$ cat src/rtl/comanda_punte_h.sv
// H-bridge command block: synchronises per-side direction codes, inserts a dead-time coast on
// every code change and drives bridge pins plus a shared-counter PWM enable for each side.
module comanda_punte_h #(
  parameter int unsigned PWM_BITS    = 8,
  parameter int unsigned PRESCALER   = 195,
  parameter int unsigned DEAD_CYCLES = 50000
) (
  input  logic                clk,
  input  logic                rst_n,
  input  logic [1:0]          directie_driver_a_i,
  input  logic [1:0]          directie_driver_b_i,
  input  logic [PWM_BITS-1:0] viteza_a_i,
  input  logic [PWM_BITS-1:0] viteza_b_i,
  output logic [1:0]          punte_a_o,
  output logic                en_a_o,
  output logic [1:0]          punte_b_o,
  output logic                en_b_o,
  output logic                pauza_a_o,
  output logic                pauza_b_o
);

  localparam int unsigned PrescW = (PRESCALER > 1) ? $clog2(PRESCALER) : 1;
  localparam int unsigned DtW    = (DEAD_CYCLES > 1) ? $clog2(DEAD_CYCLES) : 1;
  localparam logic [PrescW-1:0]   PrescLast = PrescW'(PRESCALER - 1);
  localparam logic [DtW-1:0]      DtLoad    = DtW'(DEAD_CYCLES - 1);
  localparam logic [PWM_BITS-1:0] CntMax    = '1;

  typedef enum logic {StActiv, StPauza} state_e;

  // Shared PWM timebase
  logic [PrescW-1:0]   presc_q, presc_d;
  logic [PWM_BITS-1:0] cnt_q, cnt_d;
  logic                tick, wrap;

  // Per-side state, index 0 = side A (right), 1 = side B (left)
  logic [1:0][1:0]          dir_in;
  logic [1:0][PWM_BITS-1:0] viteza_in;
  logic [1:0][1:0]          sync1_q, sync2_q;
  logic [1:0][PWM_BITS-1:0] duty_q, duty_d;
  logic [1:0][1:0]          cmd_q, cmd_d;
  logic [1:0][DtW-1:0]      dt_q, dt_d;
  state_e                   state_q [2];
  state_e                   state_d [2];
  logic [1:0][1:0]          punte_q, punte_d;
  logic [1:0]               en_q, en_d;
  logic [1:0]               pauza_q, pauza_d;
  logic [1:0]               pwm_on;

  assign dir_in    = {directie_driver_b_i, directie_driver_a_i};
  assign viteza_in = {viteza_b_i, viteza_a_i};

  assign tick    = (presc_q == PrescLast);
  assign wrap    = tick && (cnt_q == CntMax);
  assign presc_d = tick ? '0 : presc_q + PrescW'(1);
  assign cnt_d   = tick ? cnt_q + PWM_BITS'(1) : cnt_q;

  always_comb begin
    duty_d  = duty_q;
    cmd_d   = cmd_q;
    dt_d    = dt_q;
    state_d = state_q;
    punte_d = '0;
    en_d    = '0;
    pauza_d = '1;
    pwm_on  = '0;
    for (int i = 0; i < 2; i++) begin
      // Duty only moves at the period boundary so a period is never cut short.
      if (wrap) begin
        duty_d[i] = viteza_in[i];
      end

      unique case (state_q[i])
        StActiv: begin
          if (sync2_q[i] != cmd_q[i]) begin
            state_d[i] = StPauza;
            dt_d[i]    = DtLoad;
          end
        end
        StPauza: begin
          // sync2 is about to take a new value this edge: restart the pause.
          if (sync1_q[i] != sync2_q[i]) begin
            dt_d[i] = DtLoad;
          end else if (dt_q[i] == '0) begin
            cmd_d[i]   = sync2_q[i];
            state_d[i] = StActiv;
          end else begin
            dt_d[i] = dt_q[i] - DtW'(1);
          end
        end
        default: ;
      endcase

      // Outputs are registered from next-state values so they line up with the FSM.
      pwm_on[i] = (cnt_d < duty_d[i]);
      if (state_d[i] == StActiv) begin
        pauza_d[i] = 1'b0;
        punte_d[i] = cmd_d[i];
        unique case (cmd_d[i])
          2'b11:        en_d[i] = 1'b1;
          2'b10, 2'b01: en_d[i] = pwm_on[i];
          default:      en_d[i] = 1'b0;
        endcase
      end
    end
  end

  always_ff @(posedge clk or negedge rst_n) begin
    if (!rst_n) begin
      presc_q <= '0;
      cnt_q   <= '0;
      duty_q  <= '0;
      sync1_q <= '0;
      sync2_q <= '0;
      cmd_q   <= '0;
      dt_q    <= {2{DtLoad}};
      punte_q <= '0;
      en_q    <= '0;
      pauza_q <= '1;
      for (int i = 0; i < 2; i++) begin
        state_q[i] <= StPauza;
      end
    end else begin
      presc_q <= presc_d;
      cnt_q   <= cnt_d;
      duty_q  <= duty_d;
      sync1_q <= dir_in;
      sync2_q <= sync1_q;
      cmd_q   <= cmd_d;
      dt_q    <= dt_d;
      punte_q <= punte_d;
      en_q    <= en_d;
      pauza_q <= pauza_d;
      for (int i = 0; i < 2; i++) begin
        state_q[i] <= state_d[i];
      end
    end
  end

  assign punte_a_o = punte_q[0];
  assign punte_b_o = punte_q[1];
  assign en_a_o    = en_q[0];
  assign en_b_o    = en_q[1];
  assign pauza_a_o = pauza_q[0];
  assign pauza_b_o = pauza_q[1];

endmodule
$ cat config.mk
export PLATFORM = sky130hd
export DESIGN_NAME = comanda_punte_h
export DESIGN_NICKNAME = d
export VERILOG_FILES = /design/src/rtl/comanda_punte_h.sv
export SDC_FILE = /design/constraint.sdc
export NUM_CORES = 1
export LEC_CHECK = 0
export CAP_MARGIN = 30
export CELL_PAD_IN_SITES_DETAIL_PLACEMENT = 1
export CELL_PAD_IN_SITES_GLOBAL_PLACEMENT = 2
export CORE_MARGIN = 2
export CORE_UTILIZATION = 25
export CTS_BUF_LIST = sky130_fd_sc_hd__clkbuf_16
export DETAILED_ROUTE_END_ITERATION = 6
export PLACE_DENSITY = 0.63
export SYNTH_ARGS = -nofsm -noshare
export SYNTH_HDL_FRONTEND = slang
export SYNTH_SLANG_ARGS = --single-unit
$ cat constraint.sdc
create_clock -name clk -period 5.93 [get_ports clk]
set_input_delay 1.186 -clock clk [delete_from_list [all_inputs] [get_ports clk]]
set_output_delay 1.186 -clock clk [all_outputs]
set_load 0.01 [all_outputs]
Figure 1. Clock wiring as the flow saved it (run 1).
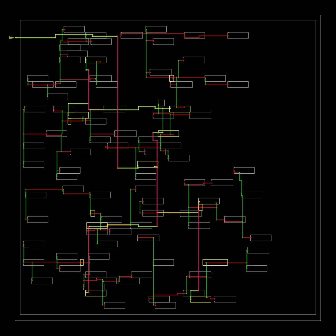
clock latency on the worst-skew pair: 350 ps
clock skew: 9.92 ps

Figure 2. Metal 4 (run 1).
Supply wires on this layer in gray.
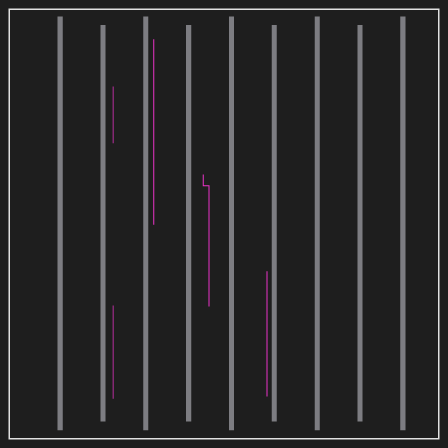
longest straight run: 58.5 um
wire length on this layer: 188 um
nets with wire on the layer: 2
main direction: vertical
share of all routed wire: 1.8%
vias: 3218
Routed WL: 10500 um

==> deck_impl_summary.md, run 1 <==
Flow Results at a Glance

Status
  • Status: finished, final reports clean

Clocking
  • Num CTS Buffers: 9
  • Sink Count: 84
  • H-tree depth: 3
  • Root Buffer: clkbuf_16
  • Longest Clk Path Bufs: 2

Synthesis
  • Async set-reset flop share out of synthesis: 1.00
  • Yosys cell count: 415
  • Yosys stat area: 4330 um^2
  • Synth Seq Share: 0.492
  • Syn Area/Cell: 10.4 um^2
  • FF+latch count, synth: 84
  • Commonest flop: dfrtp_1
  • Mapped Area: 4330 um^2

STA
  • Tcrit/Tclk final: 0.545
  • Final Max Slew Viols: 0
  • Final setup TNS: 0 ps
  • Final tally of setup violations: 0
  • Fin. Hold Viols: 0
  • Slew headroom: 0.341
  • RSZ-0062 raised after global routing: no

Global route
  • All-Layer GR Usage: 0.124
  • Remaining Overflow, GRT: 0
  • First-pass GRT wire length: approximately 18000 um
  • Vias in the first global route: between 3000 and 4000

Layout
  • Final Instance Area: 5180 um^2
  • Most frequent cells in the layout: dfrtp_1, nor2_1, nand2_1, clkdlybuf4s50_1, inv_1
  • Area growth, synth to finish: 19.7%
  • Most common cell after layout, fill and taps aside: dfrtp_1
  • Fill cells: 1931
  • Antenna diodes: 0
  • Final net count: roughly 500

Worst hold path
  • Hold Crit Class: reg2reg

Floorplanning
  • FP Core Util: 0.253
  • Ports: 30
  • Total die area: 18400 um^2

Routing
  • Initial drt markers: between 90 and 100
  • Routed wire length per instance: approximately 16 um
  • DRC violations left: 0
  • TritonRoute pass-1 iters: 4
  • Via density per instance: 4.75

Job
  • OpenROAD warning count: 31
  • # Max-Cap Violations: 0

Setup path
  • Worst reg2reg path startpoint: presc_q[0]
  • Worst Path Required: 6170 ps
  • Startpoint Class: flop
  • Kind of critical path: reg2reg
  • Worst Path Arrival: 3470 ps
  • Critical path's most frequent cell: nor2_1
  • Crit-path max cell delay: 430 ps

Power
  • Final Total Pwr: 1.22 mW

Placed design
  • Dpl cell area: 4860 um^2
  • Setup slack at placement: 2710 ps
  • IO buf count: 29
Figure 3. Signal wires by layer (run 1).
Only two layers are drawn.
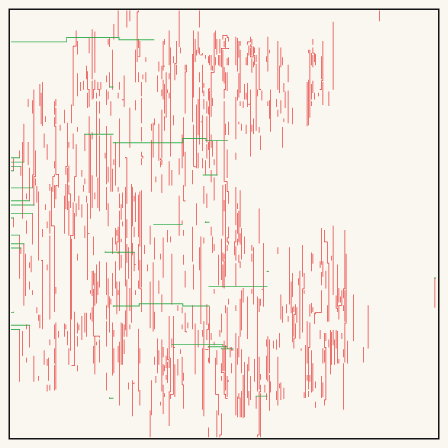
| color | layer | wire length |
|---|---|---|
| red | met2 | 5040 um |
| green | met3 | 255 um |

## run 1: final timing paths
path,cells past startpoint,to,slack (ps)
min reg2reg,0,sync2_q[0],400
max in group asynchronous,3,pauza_q[1],4460
max,13,en_q[1],2700
min in group asynchronous,1,dt_q[13],680
min,0,sync2_q[0],400
max reg2reg,13,en_q[1],2700
## run 1: kinds of logic (layout without fill, tap and decap cells)
| logic type | count (synthesis) | in the layout | share of synthesized area |
|---|---|---|---|
| compound gates | 75 | 75 | 0.121 |
| xor+xnor | 29 | 29 | 0.0587 |
| fa+ha+maj | 25 | 25 | 0.0723 |
| buf+inv | 35 | 73 | 0.0324 |
| flops | 84 | 84 | 0.492 |
| mux | 18 | 18 | 0.0428 |
| simple gates | 149 | 149 | 0.181 |
## run 1: through the flow
| stage | hold WS, ps | std cells | utilization |
|---|---|---|---|
| finish | 398 | 678 | 0.302 |
| global route | 413 | 678 | 0.302 |
| CTS | 399 | 677 | 0.301 |
| detailed placement | 382 | 661 | 0.284 |
| global placement | 380 | 661 | 0.284 |
| floorplan | 373 | 415 | - |
## run 1: cell type report
cell class,count,area [um^2],share of cell area
flip-flops and latches,84,2130,0.411
repair buffers,32,330,0.0638
clock buffers,9,225,0.0435
clock inverters,7,60.1,0.0116
well taps,225,282,0.0544
inverters,25,93.8,0.0181
multi-input cells,296,2060,0.398
## run 1: cells in the mapped netlist (all sizes together) (4+ instances only)
| cell | n | area share |
|---|---|---|
| dfstp | 20 | 0.12 |
| a31oi | 11 | 0.016 |
| nor4 | 4 | 0.0058 |
| o21ai | 18 | 0.022 |
| and2 | 6 | 0.0087 |
| mux2i | 14 | 0.032 |
| nand4 | 9 | 0.013 |
| dfrtp | 64 | 0.37 |
| and3 | 9 | 0.013 |
| o31ai | 4 | 0.0069 |
| o21a | 4 | 0.0069 |
| or3 | 5 | 0.0072 |
| a21oi | 17 | 0.020 |
| nor2 | 37 | 0.032 |
| ha | 25 | 0.072 |
| a2111oi | 6 | 0.020 |
| nand3 | 12 | 0.014 |
| clkbuf | 8 | 0.0069 |
| mux2 | 4 | 0.010 |
| xnor2 | 20 | 0.040 |
| nand4b | 6 | 0.012 |
| xor2 | 9 | 0.018 |
| nand2 | 29 | 0.025 |
| nor3 | 13 | 0.015 |
| nand2b | 5 | 0.0072 |
| inv | 25 | 0.022 |
| a211oi | 5 | 0.0098 |
## run 1: layer usage
| metal | vias to the layer above | part of all wire | global-route usage |
|---|---|---|---|
| li1 | 1545 | - | - |
| met1 | 1624 | 0.48 | 0.162 |
| met2 | 35 | 0.48 | 0.199 |
| met3 | 14 | 0.024 | 0.0247 |
| met4 | 0 | 0.018 | 0.0521 |
| met5 | - | 0 | 0 |
## run 1: power breakdown
group          internal [mW]  switching (mW)  leakage (nW)  total [mW]
clock                  0.321           0.232         0.148       0.553
sequential             0.588         0.00798          1.03       0.596
combinational         0.0301          0.0455          1.09      0.0756
total                  0.939           0.285          2.28        1.22
## run 1: state kept, by name, summed over array words and instances (netlist names), 4 cells and up
register / cells
dt_q: 32
cmd_q: 4
sync2_q: 4
presc_q: 8
cnt_q: 8
duty_q: 16
sync1_q: 4
==> run 1 -> run 2 <==
==> constraint.sdc (replaced) <==
create_clock -name clk -period 3.05 [get_ports clk]
set_input_delay 0.61 -clock clk [delete_from_list [all_inputs] [get_ports clk]]
set_output_delay 0.61 -clock clk [all_outputs]
set_load 0.01 [all_outputs]
==> deck_impl_summary.md, run 2 <==
Flow Results at a Glance

Layout
  • Antenna diodes: 0
  • Final net count: 507
  • Area growth, synth to finish: 22.9%
  • Flip-flop count of the largest register after layout: 32
  • Final Non-Filler Cells: 690
  • Most common cell after layout, fill and taps aside: dfrtp_1
  • Most frequent cells in the layout: dfrtp_1, nor2_1, nand2_1, clkdlybuf4s50_1
  • Reg with most FFs: dt_q
  • Util after Layout: 0.311

STA
  • Fin. Hold Viols: 0
  • Clock skew: 5.13 ps
  • Fin crit period: 2820 ps
  • Final tally of setup violations: 0
  • Slew headroom: 0.409
  • Tcrit/Tclk final: 0.926
  • Worst-Margin Slew: 876 ps
  • Final Max Slew Viols: 0
  • Peak Freq: 354 MHz
  • Setup ws final: roughly 230 ps

Job
  • OpenROAD warning count: 31
  • # Max-Cap Violations: 0

Clocking
  • Num CTS Buffers: 9
  • Longest Clk Path Bufs: 2
  • H-tree depth: 3
  • Root Buffer: clkbuf_16
  • Clock latency on the worst-skew pair: approximately 340 ps
  • Sink Count: 84
  • Hold buffer count at CTS: 0

Synthesis
  • Yosys warning count: 0
  • Async set-reset flop share out of synthesis: 1.00
  • Top-count cell post-synth: dfrtp_1
  • Top cells by area: dfrtp_1, dfstp_2, ha_1
  • Commonest flop: dfrtp_1
  • Mapped Area: 4330 um^2
  • Synth Seq Share: 0.492
  • Yosys cell count: 415
  • Yosys stat area: 4330 um^2
  • FF+latch count, synth: 84
  • Post-synth top area share: 0.370
  • Most frequent cells after synthesis: dfrtp_1, nor2_1, nand2_1
  • Syn Area/Cell: between 10 and 15 um^2

Setup path
  • Kind of critical path: reg2reg
  • Startpoint Class: flop
  • Crit-path max cell delay: about 400 ps
  • Critical path's most frequent cell: nor2_1
  • Worst Path Max Fanout: 5
  • Worst Path Required: 3280 ps
  • Worst Path Arrival: around 3000 ps

Power
  • Int Power: roughly 1.8 mW
  • Combinational Power Share: 0.062
  • Reg power frac: 0.490
  • Clock share of power: 0.449
  • Switch Pwr: around 0.54 mW
  • Sw frac: 0.229
  • Peak VDD IR: around 0.00027 V

Global route
  • Largest net degree at the start of global routing: 49
  • All-Layer GR Usage: 0.124
  • Remaining Overflow, GRT: 0
  • First-pass GRT wire length: ~18000 um
  • Vias in the first global route: between 3000 and 4000

Placed design
  • GPL Wtd Cong: 0.732
  • Placed Cells: 671
  • Setup slack at placement: -123 ps

Worst hold path
  • Hold Crit Class: in2async

Routing
  • Vias: approximately 3200
  • Via density per instance: between 4 and 5
  • DRC violations left: 0
  • TritonRoute pass-1 iters: 4
  • Routed WL: 10500 um
  • Routed wire length per instance: 15.2 um
  • Initial drt markers: about 95

Floorplanning
  • FP Core Util: 0.253
  • Total die area: 18400 um^2

Status
  • Status: finished, final reports clean
==> run 2: netlist changes by cell type in the layout (fill, tap and decap cells not counted), sizes merged <==
cell    change
buf        +12
clkinv      +2
inv         -2
==> run 2: path summary, 6_finish.rpt <==
check                           start    endpoint  slack [ps]  depth (start not counted)
setup / recovery           presc_q[1]     en_q[0]         230                         13
max in group asynchronous       rst_n  pauza_q[1]        2030                          2
hold / removal                  rst_n    dt_q[13]         320                          1
min in group clk           sync1_q[2]  sync2_q[2]         400                          0
hold reg to reg            sync1_q[2]  sync2_q[2]         400                          0
setup reg to reg           presc_q[1]     en_q[0]         230                         13
==> run 2: power groups by stage <==
stage,clock [mW],sequential (mW),combinational (mW)
after global routing,1.15,1.16,0.166
after global placement,0,1.18,0.147
final,1.06,1.16,0.146
after detailed placement,0,1.18,0.150
after floorplan,0,1.17,0.0718
after CTS,1.11,1.16,0.151
==> run 2: metrics by stage <==
step	instance area (um^2)	setup TNS (ps)	hold WS, ps	total power, mW
3_5_place_dp	4960	-148	385	1.33
2_1_floorplan	4330	0	314	1.24
5_1_grt	5320	-48.5	363	2.47
3_3_place_gp	4960	0	381	1.32
4_1_cts	5260	0	349	2.42
6_report	5320	0	316	2.36
==> run 2: area by class of cell <==
type	instances	area, um^2
tap	225	282
inverter	25	93.8
timing repair buffer	44	425
fill	1939	11800
clock buffer	9	225
multi-input combinational	296	2110
sequential	84	2130
clock inverter	7	57.6
==> run 2: critical path: cells and delay by family (launching register included) <==
kind / cells / cell delay (ps)
AND-OR/OR-AND: 2 / 430
flip-flops: 1 / 410
XOR/XNOR: 1 / 220
buffers and inverters: 1 / 150
AND/OR/NAND/NOR: 7 / 1110
adder cells (fa/ha/maj): 2 / 400
==> run 2: layer usage <==
layer	part of all wire	wire length, um	global-route usage
met1	0.48	5070	0.162
met2	0.48	4980	0.202
met3	0.024	250	0.0262
met4	0.017	174	0.0469
met5	0	0	0
==> run 2: cells by family (layout without fill, tap and decap cells) <==
kind of cell | after synthesis | count (layout) | share of synthesized area
AND/OR/NAND/NOR | 149 | 149 | 0.181
buffers and inverters | 35 | 85 | 0.0324
XOR/XNOR | 29 | 29 | 0.0587
AND-OR/OR-AND | 75 | 75 | 0.121
adder cells (fa/ha/maj) | 25 | 25 | 0.0723
multiplexers | 18 | 18 | 0.0428
flip-flops | 84 | 84 | 0.492
==> run 2: timing repair <==
action | 4_1_cts | 5_1_grt
resized | 3 | 7
setup buffers | 1 | 2
pin swaps | 1 | 2
setup endpoints to repair | 2 | 2
Figure 4. Port wiring (run 2).
Scale bar: 50 um.
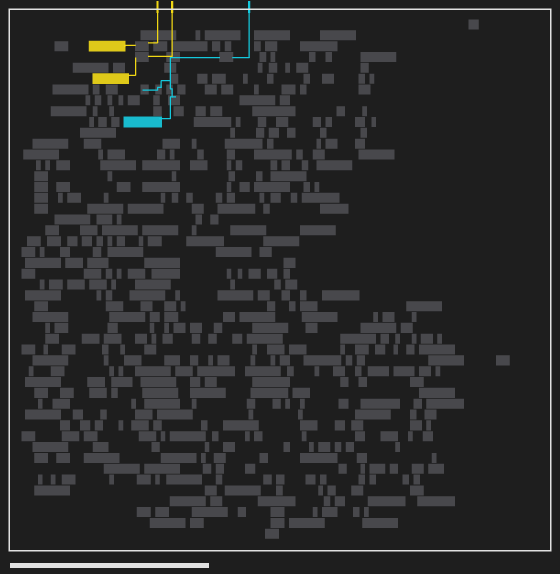
| color | port | bits | direction | edge | end cells | buffers | wire |
|---|---|---|---|---|---|---|---|
| yellow | punte_a_o | 2 | output | top | 2 | 2 | 37.0 um |
| cyan | pauza_a_o | 1 | output | top | 1 | 1 | 57.5 um |
Ports: 30
IO buf count: 29

Figure 5. Zoomed window (run 2).
Scale bar: 10 um. Window x 53 to 83, y 53 to 83 um. Cells in gray, sequential cells in the stronger gray; small squares are vias.
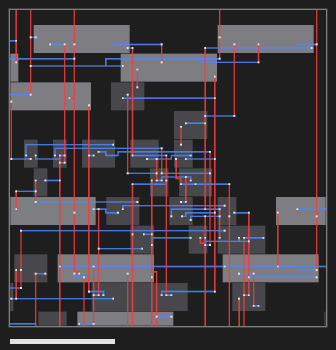
| color | layer |
|---|---|
| red | met2 |
| blue | met1 |
most frequent: dfrtp_1 (8), nand3_1 (4), xnor2_1 (4)
netlist names of flops here include: presc_q (8)
cells with their middle in the window: 28
sequential cells in the window: 8

Power and IR drop assume default switching activity.
